==> config.mk <==
export PLATFORM = sky130hd
export DESIGN_NAME = imem_access_arbiter
export DESIGN_NICKNAME = d
export VERILOG_FILES = /design/src/rtl/imem_arb_pkg.sv /design/src/rtl/imem_arb_burst_ctr.sv /design/src/rtl/imem_access_arbiter.sv
export SDC_FILE = /design/constraint.sdc
export NUM_CORES = 1
export LEC_CHECK = 0
export CAP_MARGIN = 20
export CORE_MARGIN = 3
export CORE_UTILIZATION = 30
export DETAILED_ROUTE_END_ITERATION = 12
export PLACE_DENSITY_LB_ADDON = 0.08
export SYNTH_ARGS = -nofsm -noshare
export SYNTH_HDL_FRONTEND = slang
export SYNTH_SLANG_ARGS = --single-unit
==> constraint.sdc <==
create_clock -name i_clk -period 1.9 [get_ports i_clk]
set_clock_uncertainty 0.05 [all_clocks]
set_input_delay 0.285 -clock i_clk [delete_from_list [all_inputs] [get_ports i_clk]]
set_output_delay 0.285 -clock i_clk [all_outputs]
set_load 0.03 [all_outputs]
==> run_1/m1.png <==
Drawn at 4 px/µm. Supply wires on this layer in grey. Cells faint in the background.
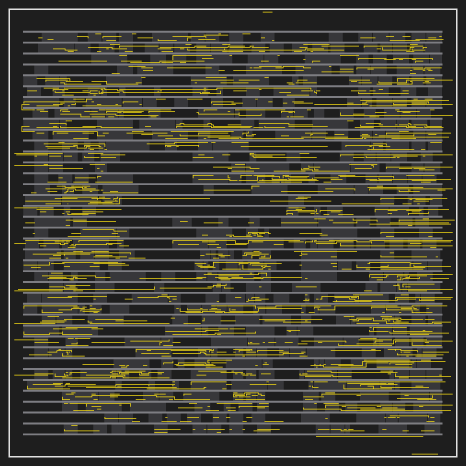
share of all routed wire = 42%
longest straight run = 34.0 µm
nets with wire on the layer = 520
Via Count: 3147
met1 GRT Util: 0.253
final wirelength: 12600 µm

==> run_1/port_trees.png <==
Drawn at 3 px/µm.
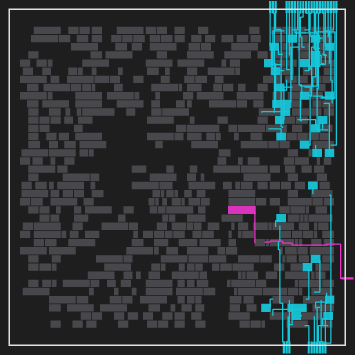
cyan -> o_mem_wdata  # bits 32, direction output, edge 22 north, 10 south, end cells 32, buffers 32, wire 995 µm
magenta -> o_f_rvalid  # bits 1, direction output, edge east, end cells 1, buffers 1, wire 49.6 µm
Port Buffer Count: 205
# IOs: 206

==> run_1/sizing.png <==
Drawn at 3 px/µm.
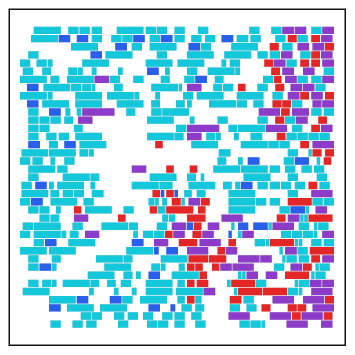
cyan -> x1 and smaller  # cells 340, most used clkdlybuf4s50_1
purple -> x6 and larger  # cells 72, most used buf_6
red -> x3 and x4  # cells 72, most used and2_4
blue -> x2  # cells 38, most used mux2_2
PnR worst setup slack: -0.284 ns
cell area after layout: 0.00644 mm²
Area Overhead vs Synth: 92.7%
bufs w/o clock: 237

==> run summary, run 1 <==
run results: Seq pwr share 0.357, clock latency on the worst-skew pair 0.34 ns, max_slew headroom 0.455, PnR worst setup slack -0.284 ns, setup_tns -11.16 ns, GRT met2 Usage 0.343, Hold/Removal Path Class input port to asynchronous set/reset pin, initial antenna violation count 0, Max Transition Viols Final 0, Post-Route M1 WL 5250 µm, Tcrit/Tclk final 1.15, largest net degree at the start of global routing 65, postcts setup bufs 6, Post-CTS Resized 77, hold buffer count at CTS 1, Max IR drop VDD 0.000536 V, dpl ws -0.388 ns, layout net count 611, Final ANT Viol Nets 0, placed cell count 628, Tightest Pin Transition 0.818 ns, Commonest Layout Cell clkdlybuf4s50_1, critical path peak fanout 8, H-tree depth 3, crit path launch type register, Compound Share, Synth 0.0978, Worst Setup Path Type register to output port, fillers 861, Tot Pwr 5290 µW, Comb pwr share 0.395, TritonRoute pass-1 iters 4, Post-route DRC 0, DP HPWL 8840 µm, most frequent cell after synthesis dfrtp_1, Post-Layout Cell Count 658, clock power share 0.247, Vias/cell 4.78, row count 37, Final min period 2.18 ns, critical path arrival 1.85 ns, clock buffer depth 2, Post-Synthesis Cells 288, clock sinks 72, Placer Congestion 0.960, Sw Pwr 1760 µW, Synth Warn # 0, die area 0.0124 mm², met2 routed wirelength 6320 µm, Chip Area, Yosys 0.00334 mm², number of diodes 0, Static Leak 0.00273 µW, ys flop type dfrtp_1, TritonCTS Buffers 9, cell total in the yosys stat output 288, Final Hold Fails 0, Cell Area, Synth 0.00334 mm², FP Core Util 0.317, area of the multi-input gates 0.00161 mm², Fin Hold WS 0.271 ns, metal3 WL 900 µm, count of final setup violators 46, Int Power 3530 µW, CTS tree done, mux share 0.141, worst path required time 1.56 ns, initial DRC count 119, Switching Fraction 0.333, tally of OpenROAD warnings 30, Area leader share 0.539, vias in the first global route 3409, die width 112 µm, fraction of layout cells with a size suffix above 1 0.349, All-Layer GR Usage 0.202, met3 GRT Util 0.0630, grt ovf 0, Synth top cells by count dfrtp_1, and2_1, nand3_1, R2R Setup Slk 0.07 ns, CP Capture Type output port, busiest grt layer met2, number of max-cap violations 0, Floorplan Nets 382, number of flops mapped to enable cells by yosys 0, Top Layout Cells clkdlybuf4s50_1, dfrtp_1, buf_6, and2_4, nand3_1, main logic family after synthesis simple AND/OR/NAND/NOR gates, status finished with violations, Seq share, synth 0.539, yosys simple share 0.162, Fmax 458 MHz, Yosys cell types 31, Mapped Avg Cell Area 11.6 µm², RSZ-0062 raised after global routing true, global-route wire length before repair 19900 µm, Largest cells by area dfrtp_1, mux2_2, o2bb2ai_1, Util after Layout 0.610, R2R cell count 7, ys async rst share 1.00, clk root buf clkbuf_8, yosys xor share 0, die height 112 µm, placed instance area 0.00581 mm², Post-Synth Adder-Cell Area 0.00749, failing checks negative setup slack, Avg WL per Cell 19.2 µm, Synth area leader dfrtp_1, Flops after synth 72, CTS clk-pin slew, worst paths 0.08 ns, Reg area 0.00180 mm², uppermost layer routed met4, Cell Pwr Density 822 mW/mm², core box area 0.0106 mm²
## run 1: final cells by class
class | count | share of cell area
Timing Repair inverter | 3 | 0.00564
Timing Repair Buffer | 237 | 0.395
Inverter | 15 | 0.00991
Clock buffer | 11 | 0.0204
Clock inverter | 5 | 0.0126
Tap cell | 136 | 0.0264
Sequential cell | 72 | 0.280
Multi-Input combinational cell | 179 | 0.250
## run 1: worst max-delay path, stage by stage, from the launching register on
cell and delay (ns):
dfrtp_1 0.38, or3b_4 0.41, o21ai_4 0.19, buf_12 0.17
inv_8 0.05, and2_4 0.15, buf_6 0.13
## run 1: power by group through the flow
stage	Clock, µW	Combinational (µW)	Sequential [µW]
floorplan	0	525	2390
global placement	0	1970	1910
detailed placement	0	1980	1920
CTS	1350	2080	1890
global route	1430	2190	1930
finish	1310	2090	1890
==> run 2: changes to the inputs <==
- SLEW_MARGIN: not set -> 20
- clock period: 1.9 -> 2.4 ns (I/O delays scaled with it)
==> run_2/util_map.png <==
Drawn at 3 px/µm. The die is cut into 11 by 11 equal tiles; dark blue is low, red is high, 0 to 100% covered.
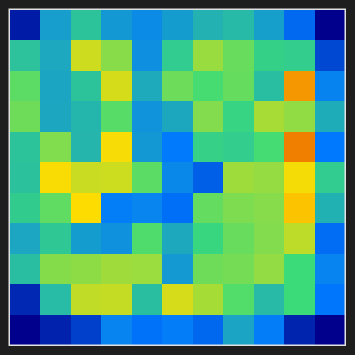
mean over tiles = 44%
fullest tile = 86%
nearly empty tiles = 2.5%
core box area: 0.0106 mm²
Util after Layout: 0.539
FP Core Util: 0.317

==> run summary, run 2 <==
run results: Switching Fraction 0.343, Seq share, synth 0.539, Final min period 2.33 ns, Post-route DRC 0, clock latency on the worst-skew pair 0.34 ns, postcts setup bufs 0, placed instance area 0.00543 mm², placed cell count 618, final wirelength 10800 µm, TritonRoute pass-1 iters 5, busiest grt layer met2, Seq pwr share 0.382, Sw Pwr 1350 µW, Tcrit/Tclk final 0.969, die height 112 µm, Top Layout Cells clkdlybuf4s50_1, dfrtp_1, buf_4, nand3_1, and2_1, Floorplan Nets 382, layout net count 591, Post-Route M1 WL 4440 µm, # IOs 206, Hold/Removal Path Class input port to asynchronous set/reset pin, number of diodes 0, Crit path max-delay family buffers and inverters, initial DRC count 78, Max Transition Viols Final 0, largest net degree at the start of global routing 75, Commonest Layout Cell clkdlybuf4s50_1, dpl ws -0.0160 ns, Yosys cell types 31, global-route wire length before repair 16900 µm, P_clk 957 µW, R2R cell count 6, Comb. pwr 1470 µW, Comb pwr share 0.374, Worst Setup Path Type input port to output port, cell area after layout 0.00568 mm², critical path peak fanout 35, die area 0.0124 mm², CP Capture Type output port, Placer Congestion 0.814, Largest cells by area dfrtp_1, mux2_2, o2bb2ai_1, Static Leak 0.00251 µW, worst path cell trace clkdlybuf4s50_1, or3b_4, o21ai_4, inv_8, and2_1, buf_4, Max IR drop VDD 0.000311 V, vias in the first global route 3083, Vias/cell 4.67, Reg area 0.00180 mm², row count 37, max_slew headroom 0.387, hold buffer count at CTS 1, Main power group sequential cells, count of final setup violators 0, bufs w/o clock 220, R2R Setup Slk 0.58 ns, cell total in the yosys stat output 288, Tightest Pin Transition 0.920 ns, clk root buf clkbuf_8, CTS clk-pin slew, worst paths 0.07 ns, number of flops mapped to enable cells by yosys 0, met1 GRT Util 0.210, grt ovf 0, critical path arrival 1.92 ns, Final ANT Viol Nets 0, clock buffer depth 2, Mapped Avg Cell Area 11.6 µm², Synth area leader dfrtp_1, status finished clean, Fmax 430 MHz, Crit path buffers/inverters 3, met2 routed wirelength 5590 µm, H-tree depth 3
==> run_2/port_trees.png <==
Drawn at 3 px/µm.
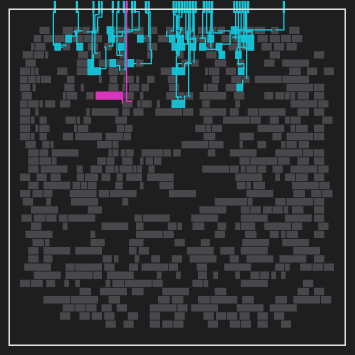
magenta -> o_f_rvalid  # bits 1, direction output, edge north, end cells 1, buffers 1, wire 33.6 µm
cyan -> o_mem_wdata  # bits 32, direction output, edge north, end cells 32, buffers 32, wire 603 µm

[run 2: cell count changes in the layout (fill, tap and decap cells not counted), moves of 2 or more]
cell             delta
mux2i_1            +11
and2_1             +33
buf_4              +38
inv_2               -3
buf_12             -17
inv_1               +3
nand3_4             -2
clkdlybuf4s50_1     +2
mux2i_2             -3
buf_6              -39
and2_4             -34
mux2i_4             -8
[run 2: cell families (layout without fill, tap and decap cells)]
family / count (synthesis) / count (layout) / share of synthesized area
AND-OR/OR-AND: 37 / 37 / 0.0978
adder cells (fa/ha/maj): 2 / 2 / 0.00749
buffers and inverters: 37 / 251 / 0.0528
flip-flops: 72 / 72 / 0.539
multiplexers: 43 / 43 / 0.141
AND/OR/NAND/NOR: 97 / 97 / 0.162
Power figures rest on the tool's default switching activity, not on a simulated workload.
